$ cat config.mk
export PLATFORM = sky130hd
export DESIGN_NAME = port_out_scheduler
export DESIGN_NICKNAME = d
export VERILOG_FILES = /design/src/rtl/port_out_scheduler.sv
export SDC_FILE = /design/constraint.sdc
export NUM_CORES = 1
export LEC_CHECK = 0
export ABC_AREA = 1
export CORE_ASPECT_RATIO = 0.5
export CORE_UTILIZATION = 44
export DETAILED_ROUTE_END_ITERATION = 8
export PLACE_DENSITY = 0.9
export SLEW_MARGIN = 10
export SYNTH_ARGS = -nofsm -noshare
export SYNTH_HDL_FRONTEND = slang
export SYNTH_SLANG_ARGS = --single-unit
export TNS_END_PERCENT = 20
$ cat constraint.sdc
create_clock -name clk -period 5 [get_ports clk]
set_input_delay 0.75 -clock clk [delete_from_list [all_inputs] [get_ports clk]]
set_output_delay 0.75 -clock clk [all_outputs]
set_load 0.005 [all_outputs]
$ cat src/rtl/port_out_scheduler.sv
// Per-output-port read scheduler: picks a priority queue by strict priority or WRR,
// pops its head packet and streams the packet's words out of the shared SRAM.
module port_out_scheduler #(
    parameter int num_of_priority  = 8,
    parameter int priority_width   = 3,
    parameter int data_width       = 64,
    parameter int address_width    = 12,
    parameter int des_port_width   = 7,
    parameter int wrr_weight_width = 4
) (
    input  logic                                         clk,
    input  logic                                         rst,
    input  logic                                         sp0_wrr1,
    input  logic [num_of_priority-1:0]                   ready,
    input  logic [num_of_priority-1:0]                   prepared,
    input  logic [num_of_priority*address_width-1:0]     head_addr,
    input  logic [num_of_priority*des_port_width-1:0]    head_len,
    input  logic [num_of_priority*wrr_weight_width-1:0]  wrr_weight,
    output logic [num_of_priority-1:0]                   pop,
    output logic                                         rd_request,
    output logic [address_width-1:0]                     rd_addr,
    input  logic [data_width-1:0]                        sram_data,
    output logic                                         rd_sop,
    output logic                                         rd_eop,
    output logic                                         rd_vld,
    output logic [data_width-1:0]                        rd_data,
    output logic [priority_width-1:0]                    rd_priority,
    output logic                                         busy
);

    typedef enum logic {IDLE, READ} state_t;

    localparam logic [des_port_width-1:0]   len_one    = 1;
    localparam logic [wrr_weight_width-1:0] credit_one = 1;

    state_t                        state, state_next;
    logic [address_width-1:0]      base;
    logic [des_port_width-1:0]     len, cnt;
    logic [num_of_priority-1:0]    elig;
    logic                          last, window;
    logic                          grant, reload, found;
    logic [priority_width-1:0]     grant_idx, idx;
    logic [priority_width-1:0]     rr_ptr;
    logic [wrr_weight_width-1:0]   credit [num_of_priority];
    logic [address_width-1:0]      sel_addr;
    logic [des_port_width-1:0]     sel_len;
    logic                          v1, s1, e1;

    assign elig   = prepared & ready;
    assign busy   = (state == READ);
    assign last   = busy && (cnt == len - len_one);
    assign window = (state == IDLE) || last;

    assign rd_request = busy;
    assign rd_addr    = busy ? base + address_width'(cnt) : '0;

    assign sel_addr = head_addr[int'(grant_idx)*address_width +: address_width];
    assign sel_len  = head_len[int'(grant_idx)*des_port_width +: des_port_width];

    // Grant decision; a WRR search that finds no credit turns into a reload cycle.
    always_comb begin
        grant     = 1'b0;
        reload    = 1'b0;
        found     = 1'b0;
        grant_idx = '0;
        idx       = '0;
        if (window && !rst && (elig != '0)) begin
            if (!sp0_wrr1) begin
                for (int i = 0; i < num_of_priority; i++) begin
                    if (elig[i]) begin
                        grant     = 1'b1;
                        grant_idx = priority_width'(i);
                    end
                end
            end else begin
                for (int i = 0; i < num_of_priority; i++) begin
                    idx = rr_ptr + priority_width'(i);
                    if (!found && elig[idx] && (credit[idx] != '0)) begin
                        found     = 1'b1;
                        grant_idx = idx;
                    end
                end
                grant  = found;
                reload = !found;
            end
        end
    end

    always_comb begin
        pop        = '0;
        state_next = state;
        if (grant) begin
            pop[grant_idx] = 1'b1;
        end
        case (state)
            IDLE:    if (grant) state_next = READ;
            READ:    if (last) state_next = grant ? READ : IDLE;
            default: state_next = IDLE;
        endcase
    end

    always_ff @(posedge clk) begin
        if (rst) begin
            state       <= IDLE;
            base        <= '0;
            len         <= '0;
            cnt         <= '0;
            rd_priority <= '0;
        end else begin
            state <= state_next;
            if (grant) begin
                base        <= sel_addr;
                len         <= (sel_len == '0) ? len_one : sel_len;
                cnt         <= '0;
                rd_priority <= grant_idx;
            end else if (busy) begin
                cnt <= cnt + len_one;
            end
        end
    end

    // Credits survive SP operation so a return to WRR resumes the current round.
    always_ff @(posedge clk) begin
        if (rst) begin
            rr_ptr <= '0;
            for (int i = 0; i < num_of_priority; i++) begin
                credit[i] <= '0;
            end
        end else if (reload) begin
            for (int i = 0; i < num_of_priority; i++) begin
                credit[i] <= (wrr_weight[i*wrr_weight_width +: wrr_weight_width] == '0) ?
                             credit_one : wrr_weight[i*wrr_weight_width +: wrr_weight_width];
            end
        end else if (grant && sp0_wrr1) begin
            credit[grant_idx] <= credit[grant_idx] - credit_one;
            rr_ptr <= (credit[grant_idx] == credit_one) ? grant_idx + priority_width'(1) : grant_idx;
        end
    end

    // Stage 1 lines up with sram_data, stage 2 registers the word onto the port.
    always_ff @(posedge clk) begin
        if (rst) begin
            v1      <= 1'b0;
            s1      <= 1'b0;
            e1      <= 1'b0;
            rd_vld  <= 1'b0;
            rd_sop  <= 1'b0;
            rd_eop  <= 1'b0;
            rd_data <= '0;
        end else begin
            v1      <= busy;
            s1      <= busy && (cnt == '0);
            e1      <= last;
            rd_vld  <= v1;
            rd_sop  <= s1;
            rd_eop  <= e1;
            rd_data <= v1 ? sram_data : '0;
        end
    end

endmodule
final_congestion.png
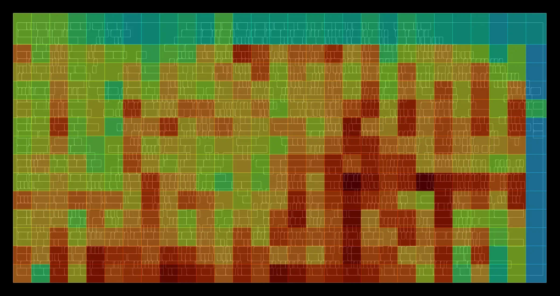
M2 GR Usage: 54.9%
GRT busiest layer: met2
WL/cell: 17.0 µm
gr usage total: 33.2%
met3 GRT Util: 12.0%

pdn.png
The bar under the picture is 50 µm long. Pins as bars on the die edge.
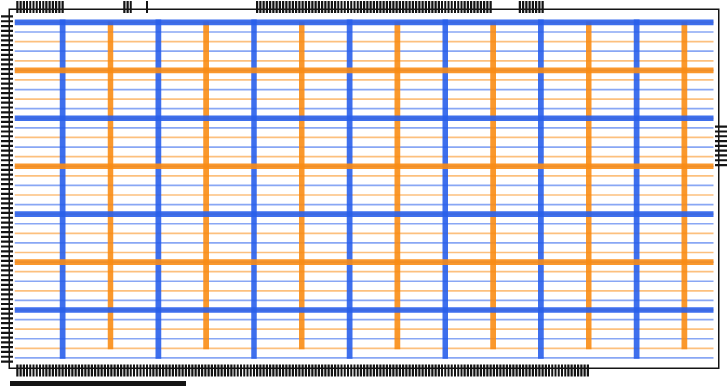
VDD -> orange
VSS -> blue
rows = 35
met4 straps = 14
met5 straps = 7
signal pins = 359
core footprint: 18,900 µm²
Chip Height: 101 µm
Max rail drop VDD: 0.000294 V
die width: 201 µm

cell_classes.png
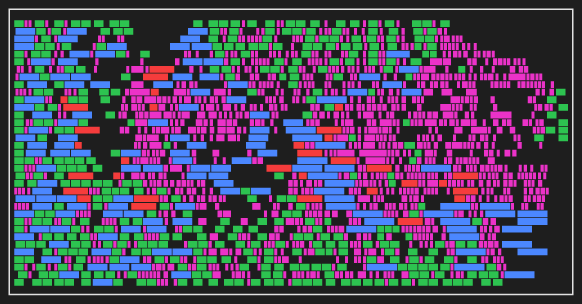
all other logic -> magenta  # cells 1,170
flip-flops -> blue  # cells 138
clock drivers and dummy loads -> red  # cells 32
other buffers and delay cells -> green  # cells 385
sequential share of cell area: 23.6%
design area: 13,100 µm²
final core area utilization: 69.5%
cell row count: 35

metal_stack.png
The bar under the picture is 50 µm long.
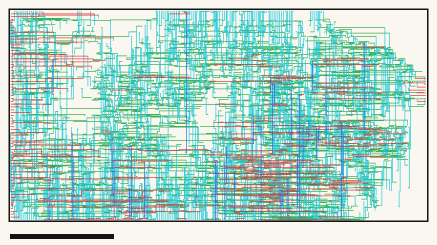
met2 -> cyan  # wire length 15,600 µm
met3 -> red  # wire length 3,790 µm
met1 -> green  # wire length 13,500 µm
met4 -> blue  # wire length 906 µm
Total Wirelength: 33,800 µm
Vias: 10,200

clock_map.png
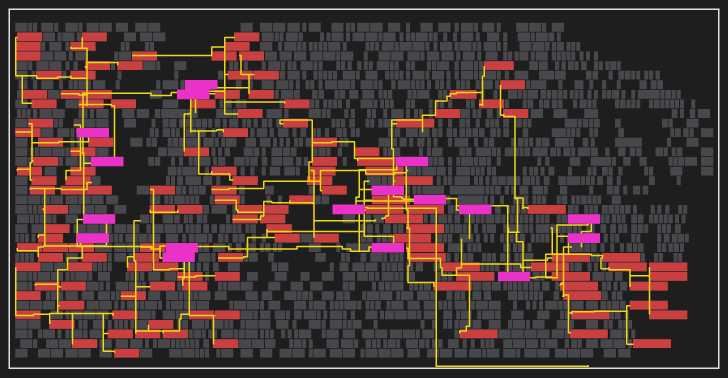
cells driving clock nets -> magenta  # count 17
flip-flops -> red  # count 138
clock wires -> yellow  # length 1,940 µm
flops lie = spread over the die
clk pwr: 1.23 mW
clk_skew: 0.00783 ns
Clock power frac: 26.8%

==> impl_metrics.yaml <==
# generated from flow reports
outcome:
  status: "completed"
finish:
  lay_top_count: "nand2_1"
  area_delta_synth_final_pct: 50.6
  drive_above_1_share_pct: 6.32
  top_regs: "rd_data (64), credit (32), base (12)"
  fin_nets: 1995
placement:
  dp.cells: 1952
  gp_congestion: 1.03
  io_buffers: 358
  dp_hpwl_um: 26900
route:
  detail-route-antenna-nets: 0
  drtIter0Drc: 740
  met3WireLength_um: 3790
  top_layer_used: "met4"
  wirelength_met1_um: 13500
  dr.pass1.iters: 6
global_routing:
  use_met1_pct: 40.3
  antenna_found_initial: 1
  gr-total-overflow: 0
power_and_ir_drop:
  pg_comb_mw: 2.00
  powerSeq_mw: 1.37
  combPwrFrac_pct: 43.4
  power_density_nw_per_um2: 352
  leakage_nw: 6.16
  switching_share_pct: 40.3
clocking:
  cts_buffers: 17
  clkLatencyLatePin_ns: 0.43
  ctsHtreeMaxLevel: 4
  cts_tree: "done"
  clkTransAtPathRegs_ns: 0.07
  clock-sinks: 138
  cts_root_buf: "clkbuf_16"
  clk_path_buf_depth: 2
synthesis:
  compound_area_share_pct: 9.01
  ff_type: "dfxtp_1"
  ys_warn_count: 0
  yosys_area_um2: 8700
  ys_seq_share_pct: 35.4
  top_cell: "nand2_1"
  ys_sh_simple_pct: 40.0
  topCellsByArea: "dfxtp_1 24%, nand2_1 21%, edfxtp_1 11%"
  top_cells_by_count: "480 x nand2_1, 175 x nor2_1, 171 x inv_1"
  syn_inst: 1361
  netlist_area_um2: 8700
worst_setup_path:
  path_cells: "inv_1 -> ha_1 -> inv_2 -> nand3_1 -> nand2_1 -> nand2_1 -> inv_1 -> nand2_1 -> nand2_1 -> nand2_4 -> inv_4 -> nand4_4 -> nor2_4 -> nand4_2 -> nand2_2 -> nand2_2 -> nand2_4 -> nand2_4 -> inv_2 -> nand2_1 -> inv_2 -> clkdlybuf4s50_1"
  worstSetupStartpointType: "flop"
  path_depth: 22
  path_class: "flop to output pin"
  critPathBufInv: 7
  end_kind: "output pin"
  critPathSlowestCell: "clkdlybuf4s50_1"
  path_common_cell: "nand2_1"
final_timing:
  hold_slack_ns: 0.404
  hold_viol_final: 0
  rsz0062_at_grt: "true"
  fin_ws_ns: 0.345
  layout_min_cycle_time_ns: 4.66
min_path:
  hold_depth: 2
run:
  drv_cap: 0
floorplanning:
  pin_count: 359
  die_area_um2: 20400
## path summary, 6_finish.rpt
kind                                      to  startpoint  slack, ns
worst max-delay path                  pop[7]   rr_ptr[1]       0.34
worst max register to register  credit[2][2]   rr_ptr[1]       0.71
worst min register to register        rd_sop          s1       0.40
worst min-delay path                  rd_sop          s1       0.40
## layout make-up
| cell class | instances | area [µm²] |
|---|---|---|
| Fill cell | 1497 | 5770 |
| Multi-Input combinational cell | 988 | 4640 |
| Timing Repair Buffer | 385 | 3790 |
| Sequential cell | 138 | 3090 |
| Inverter | 182 | 688 |
| Clock buffer | 18 | 439 |
| Tap cell | 259 | 324 |
| Clock inverter | 14 | 134 |
| Antenna cell | 1 | 2.50 |
## what timing repair did
item	4_1_cts	5_1_grt
endpoints found under the setup margin	0	8
gates resized	0	7
hold buffers	0	0
Power figures rest on the tool's default switching activity, not on a simulated workload.
